==> images/metal_density.png <==
18 x 36 tiles, from dark blue (low) to red (high), scaled to the fullest tile. Values are wire area over tile area, all layers added.
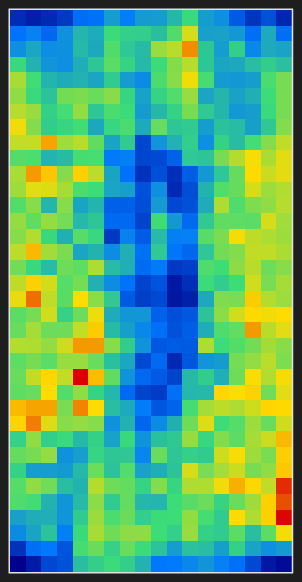
==> images/flops_by_reg.png <==
Bar = 100 µm.
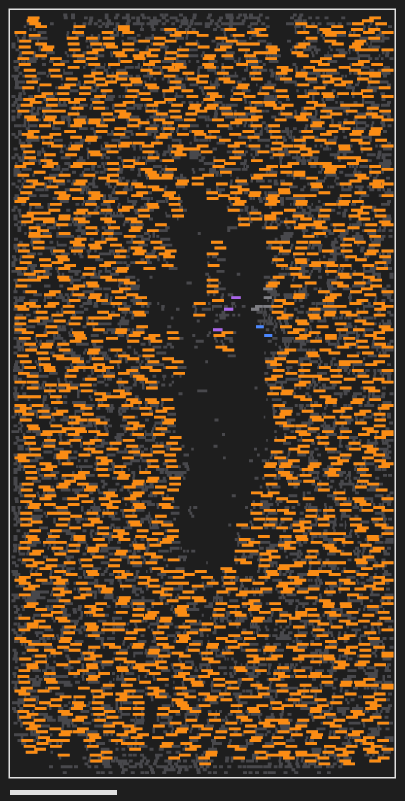
==> images/clk_routes.png <==
Bar = 100 µm.
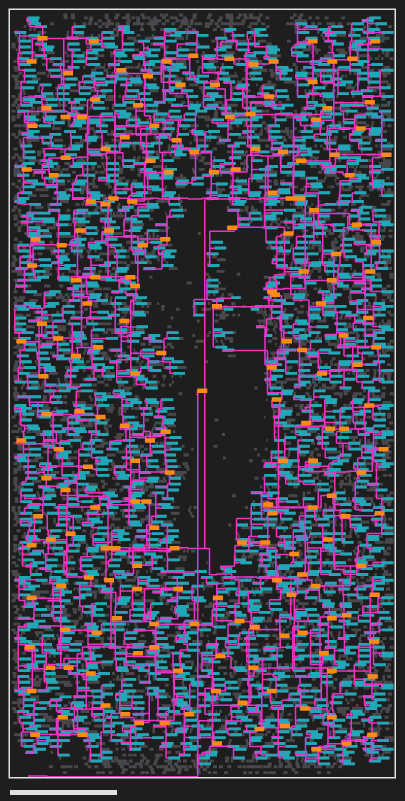
**src/rtl/fp16mul_drain_pkg.sv**
```systemverilog
// Shared constants, read-FSM encoding and fp32 class helpers for the drain stage.
package fp16mul_drain_pkg;

    localparam int unsigned LANES            = 32;
    localparam int unsigned BEAT_LANES       = 4;
    localparam int unsigned DEPTH            = 2;
    localparam int unsigned FP32_W           = 32;
    localparam logic [7:0]  FP32_EXP_ALLONES = 8'hFF;
    localparam int unsigned BEATS            = LANES / BEAT_LANES;

    localparam int unsigned SLICE_W = LANES * 4;            // one bit-sliced input register
    localparam int unsigned BLOCK_W = LANES * FP32_W;       // one de-interleaved block
    localparam int unsigned BEAT_W  = BEAT_LANES * FP32_W;  // one output beat
    localparam int unsigned BEAT_CW = $clog2(BEATS);
    localparam int unsigned CNT_W   = $clog2(DEPTH + 1);

    typedef enum logic {
        StIdle,
        StStream
    } rd_state_e;

    function automatic logic fp32_is_nan(input logic [FP32_W-1:0] w);
        return (w[30:23] == FP32_EXP_ALLONES) && (w[22:0] != 23'd0);
    endfunction

    function automatic logic fp32_is_inf(input logic [FP32_W-1:0] w);
        return (w[30:23] == FP32_EXP_ALLONES) && (w[22:0] == 23'd0);
    endfunction

endpackage

```
**src/rtl/fp16mul_drain_unpack.sv**
```systemverilog
// Combinational de-interleave of eight nibble-sliced registers into packed fp32 lanes.
// Slice n carries nibble n of every lane: d_n[4k+3:4k] = lane k bits [4n+3:4n].
module fp32_slice_unpack
    import fp16mul_drain_pkg::*;
(
    input  logic [SLICE_W-1:0] i_d0,
    input  logic [SLICE_W-1:0] i_d1,
    input  logic [SLICE_W-1:0] i_d2,
    input  logic [SLICE_W-1:0] i_d3,
    input  logic [SLICE_W-1:0] i_d4,
    input  logic [SLICE_W-1:0] i_d5,
    input  logic [SLICE_W-1:0] i_d6,
    input  logic [SLICE_W-1:0] i_d7,
    output logic [BLOCK_W-1:0] o_words
);

    logic [SLICE_W-1:0] w_d [8];

    assign w_d[0] = i_d0;
    assign w_d[1] = i_d1;
    assign w_d[2] = i_d2;
    assign w_d[3] = i_d3;
    assign w_d[4] = i_d4;
    assign w_d[5] = i_d5;
    assign w_d[6] = i_d6;
    assign w_d[7] = i_d7;

    // Gather nibble n of lane k from slice n into lane k's packed word.
    always_comb begin
        o_words = '0;
        for (int k = 0; k < LANES; k++) begin
            for (int n = 0; n < 8; n++) begin
                o_words[k*FP32_W + 4*n +: 4] = w_d[n][4*k +: 4];
            end
        end
    end

endmodule

```
**src/rtl/fp16mul_drain.sv**
```systemverilog
// Drain stage: captures bit-sliced multiplier results into a ping-pong buffer and
// streams each block out as eight 128-bit beats over a valid/ready bus.
module fp16mul_drain
    import fp16mul_drain_pkg::*;
(
    input  logic                  i_clk,
    input  logic                  i_rst,
    input  logic [SLICE_W-1:0]    i_d0,
    input  logic [SLICE_W-1:0]    i_d1,
    input  logic [SLICE_W-1:0]    i_d2,
    input  logic [SLICE_W-1:0]    i_d3,
    input  logic [SLICE_W-1:0]    i_d4,
    input  logic [SLICE_W-1:0]    i_d5,
    input  logic [SLICE_W-1:0]    i_d6,
    input  logic [SLICE_W-1:0]    i_d7,
    input  logic                  i_cap_valid,
    output logic                  o_cap_ready,
    input  logic                  i_flush,
    output logic                  o_out_valid,
    input  logic                  i_out_ready,
    output logic [BEAT_W-1:0]     o_out_data,
    output logic [BEAT_CW-1:0]    o_out_beat,
    output logic                  o_out_last,
    output logic [BEAT_LANES-1:0] o_out_nan,
    output logic [BEAT_LANES-1:0] o_out_inf,
    output logic                  o_overflow
);

    localparam logic [BEAT_CW-1:0] LAST_BEAT = BEAT_CW'(BEATS - 1);
    localparam logic [CNT_W-1:0]   FULL_CNT  = CNT_W'(DEPTH);

    rd_state_e          r_state;
    rd_state_e          w_state_d;
    logic [BEAT_CW-1:0] r_beat;
    logic [BEAT_CW-1:0] w_beat_d;
    logic [CNT_W-1:0]   r_count;
    logic [CNT_W-1:0]   w_count_d;
    logic               r_wr_ptr;   // DEPTH==2: a single toggling bit selects the slot
    logic               r_rd_ptr;
    logic               r_overflow;
    logic [BLOCK_W-1:0] r_buf [DEPTH];

    logic [BLOCK_W-1:0] w_unpacked;
    logic [BLOCK_W-1:0] w_slot;
    logic               w_cap;
    logic               w_pop;

    fp32_slice_unpack u_unpack (
        .i_d0    (i_d0),
        .i_d1    (i_d1),
        .i_d2    (i_d2),
        .i_d3    (i_d3),
        .i_d4    (i_d4),
        .i_d5    (i_d5),
        .i_d6    (i_d6),
        .i_d7    (i_d7),
        .o_words (w_unpacked)
    );

    // cap_ready reflects the registered count only; a same-cycle pop does not free a slot.
    assign o_cap_ready = (r_count < FULL_CNT);
    assign o_out_valid = (r_state == StStream);
    assign o_out_beat  = r_beat;
    assign o_out_last  = o_out_valid && (r_beat == LAST_BEAT);
    assign o_overflow  = r_overflow;

    assign w_cap  = i_cap_valid && o_cap_ready;
    assign w_pop  = o_out_valid && i_out_ready && (r_beat == LAST_BEAT);
    assign w_slot = r_buf[r_rd_ptr];

    // Beat select and per-word class flags from the slot being read.
    always_comb begin
        o_out_data = w_slot[int'(r_beat)*BEAT_W +: BEAT_W];
        o_out_nan  = '0;
        o_out_inf  = '0;
        for (int i = 0; i < BEAT_LANES; i++) begin
            o_out_nan[i] = fp32_is_nan(o_out_data[i*FP32_W +: FP32_W]);
            o_out_inf[i] = fp32_is_inf(o_out_data[i*FP32_W +: FP32_W]);
        end
    end

    // Occupancy and read-FSM next state; Idle also wakes on a same-cycle capture.
    always_comb begin
        w_count_d = r_count;
        w_state_d = r_state;
        w_beat_d  = r_beat;

        unique case ({w_cap, w_pop})
            2'b10:   w_count_d = r_count + CNT_W'(1);
            2'b01:   w_count_d = r_count - CNT_W'(1);
            default: w_count_d = r_count;
        endcase

        unique case (r_state)
            StIdle: begin
                w_beat_d = '0;
                if ((r_count != '0) || w_cap) begin
                    w_state_d = StStream;
                end
            end
            StStream: begin
                if (i_out_ready) begin
                    if (r_beat == LAST_BEAT) begin
                        w_beat_d = '0;
                        // Another block is (or is becoming) resident: continue without a bubble.
                        if ((r_count == FULL_CNT) || w_cap) begin
                            w_state_d = StStream;
                        end else begin
                            w_state_d = StIdle;
                        end
                    end else begin
                        w_beat_d = r_beat + BEAT_CW'(1);
                    end
                end
            end
            default: begin
                w_state_d = StIdle;
                w_beat_d  = '0;
            end
        endcase
    end

    // State, pointers, buffer and sticky overflow; flush leaves buffer contents stale.
    always_ff @(posedge i_clk) begin
        if (i_rst) begin
            r_state    <= StIdle;
            r_beat     <= '0;
            r_count    <= '0;
            r_wr_ptr   <= 1'b0;
            r_rd_ptr   <= 1'b0;
            r_overflow <= 1'b0;
            for (int i = 0; i < DEPTH; i++) begin
                r_buf[i] <= '0;
            end
        end else if (i_flush) begin
            r_state    <= StIdle;
            r_beat     <= '0;
            r_count    <= '0;
            r_wr_ptr   <= 1'b0;
            r_rd_ptr   <= 1'b0;
            r_overflow <= 1'b0;
        end else begin
            r_state <= w_state_d;
            r_beat  <= w_beat_d;
            r_count <= w_count_d;
            if (w_cap) begin
                r_buf[r_wr_ptr] <= w_unpacked;
                r_wr_ptr        <= ~r_wr_ptr;
            end
            if (w_pop) begin
                r_rd_ptr <= ~r_rd_ptr;
            end
            if (i_cap_valid && !o_cap_ready) begin
                r_overflow <= 1'b1;
            end
        end
    end

endmodule

```
**config.mk**
```make
export PLATFORM = sky130hd
export DESIGN_NAME = fp16mul_drain
export DESIGN_NICKNAME = d
export VERILOG_FILES = /design/src/rtl/fp16mul_drain_pkg.sv /design/src/rtl/fp16mul_drain_unpack.sv /design/src/rtl/fp16mul_drain.sv
export SDC_FILE = /design/constraint.sdc
export NUM_CORES = 2
export LEC_CHECK = 0
export CORE_ASPECT_RATIO = 2
export CORE_UTILIZATION = 36
export DETAILED_ROUTE_END_ITERATION = 7
export PLACE_DENSITY_LB_ADDON = 0.08
export RECOVER_POWER = 50
export SLEW_MARGIN = 10
export SYNTH_ARGS = -nofsm -noshare
export SYNTH_HDL_FRONTEND = slang
export SYNTH_SLANG_ARGS = --single-unit
export TNS_END_PERCENT = 10
```
**constraint.sdc**
```tcl
create_clock -name i_clk -period 28.7 [get_ports i_clk]
set_clock_uncertainty 0.15 [all_clocks]
set_input_delay 5.74 -clock i_clk [delete_from_list [all_inputs] [get_ports i_clk]]
set_output_delay 5.74 -clock i_clk [all_outputs]
set_load 0.1 [all_outputs]
```
==> out/summary.txt <==
I/O pins: 1172
first-pass GRT wire length: 429000 µm
Initial Util: 36.2%
final setup fails: 0
Inst Count DP: 9741
Clk pin slew, worst setup/hold paths: 0.06 ns
Post-DRT Antenna Nets: 0
die y size: 716 µm
Seq share, synth: 67.3%
gpl congestion: 0.792
DR pass1 iterations: 7
placeable core area: 0.253 mm²
Total GRT Usage: 23.7%
endpoint class of the critical path: flop
Slew Limit Fails: 2176
status: finished, violations left
cell count after synthesis: 5589
clock root buffer: clkbuf_16
MaxCap Viol Count: 27
Tool Warnings: 60
R2R depth: 5
Fin. Hold Viols: 0
slew at the pin closest to its max-slew limit: 10.04 ns
min Tclk post-route: 19.31 ns
# Cells Yosys: 5589
initial DRC count: 3765
port bufs: 1171
setup TNS: 0 ns
ys async rst share: 0%
fmax: 51.8 MHz
drt drc: 0
vias per cell: 5.18
PD cells: 59.3 mW/mm²
synthesized net count: 6621
TritonCTS Buffers: 200
Peak VDD IR: 0.0481 mV
area delta synth->final: 23.1%
failing checks: max-capacitance violations, max-slew violations
startpoint types: input pin
Dominant flop cell: edfxtp_1
Distinct lib cells used: 55
Yosys warnings: 0
About metal_density.png:
The mean over all tiles is 0.21. 47% of the tiles are over half the peak. The emptiest ninth of the die: middle. The fullest tile reaches 0.43. 0.20% of the tiles are nearly empty.
WL/cell: 30.4 µm
via count: 52600
final wirelength: 309000 µm

About flops_by_reg.png:
Key: orange = `r_buf` [flops 2048, where widely spread]; blue = `r_count` [flops 2]; purple = `o_out_beat` [flops 3]
Final Core Density: 44.6%
fraction of area in registers: 54.6%

About clk_routes.png:
Key: cyan = flip-flops [count 2058]; orange = clock drivers [count 200]; magenta = clock wires [length 27.7 mm]
There are 201 routed clock nets. Position of the flops: widely spread.
Latency at later pin: 0.82 ns
Clock group: 2.63 mW

flip-flops by register name, summed over array words and instances (netlist names), named ones only:
register,count
o_out_beat,3
r_wr_ptr,1
o_overflow,1
o_out_valid,1
r_rd_ptr,1
r_count,2
r_buf,2048
cells in the mapped netlist (all sizes together), types with 6 or more instances:
cell	count	share of area [%]
a221oi	15	0.14
o21ai	7	0.038
dfxtp	10	0.22
nand2	69	0.28
nand4	10	0.068
mux2	20	0.25
or2	8	0.055
nand2b	10	0.068
and3	7	0.048
nor2b	8	0.055
o22ai	19	0.13
nor4	6	0.041
clkbuf	287	1.2
a21oi	26	0.14
and2	2053	14
nor2	50	0.20
edfxtp	2048	67
mux4	495	12
a22oi	116	0.95
inv	6	0.025
buf	113	0.81
mux2i	141	1.5
through the flow:
stage / total power, mW / hold WS [ns] / worst slack [ns]
floorplan: 3.90 / 0.331 / 8.51
global placement: 4.12 / 0.355 / 15.33
detailed placement: 4.14 / 0.364 / 15.73
CTS: 6.78 / 0.380 / 14.78
global route: 6.90 / 0.432 / 7.83
finish: 6.69 / 0.370 / 9.39
power by group:
part           switching (mW)  internal, mW  total (mW)
Sequential             0.0377          3.47        3.50
Clock                    1.18          1.45        2.63
Combinational           0.319         0.239       0.558
Total                    1.53          5.16        6.69
final timing paths:
path	start	endpoint
max reg2reg	r_count[1]	r_buf[1][885]
min reg2reg	r_rd_ptr	r_rd_ptr
min	r_rd_ptr	r_rd_ptr
max	i_cap_valid	r_buf[1][885]
worst max-delay path: stages:
cell	delay, ns
dlygate4sd3_1	0.58
nor2b_1	0.24
and3_1	2.69
clkbuf_1	6.96
clkbuf_1	2.92
and2_1	0.34
final cells by class:
cell class              count  area, µm²
fillers                 22500     140000
flip-flops and latches   2058      61700
multi-input cells        3124      28300
repair buffers           1265      12300
clock buffers             244       5260
well taps                3287       4110
clock inverters           112       1040
diodes                     70        175
inverters                   7       33.8
cells by family (layout without fill, tap and decap cells):
group	count (synthesis)	after routing	share of synthesized area [%]
AOI/OAI and AO/OA	211	211	1.66
DFF	2058	2058	67.3
adders and majority gates	3	3	0.0409
xor gates and xnor gates	4	4	0.0382
buffers and inverters	407	1628	2.01
muxes	656	656	13.9
and+or+nand+nor	2250	2250	15.1
other	0	70	0
metal layers:
metal / vias to the layer above / GRT usage (%) / wire length (µm)
met2: 1583 / 40.5 / 154000
met1: 27200 / 27.9 / 118000
met4: 236 / 5.68 / 7070
met3: 537 / 9.33 / 29100
li1: 23100 / - / -
met5: - / 0 / 1450
No activity file was given, so power comes from the tool's default toggle rates.
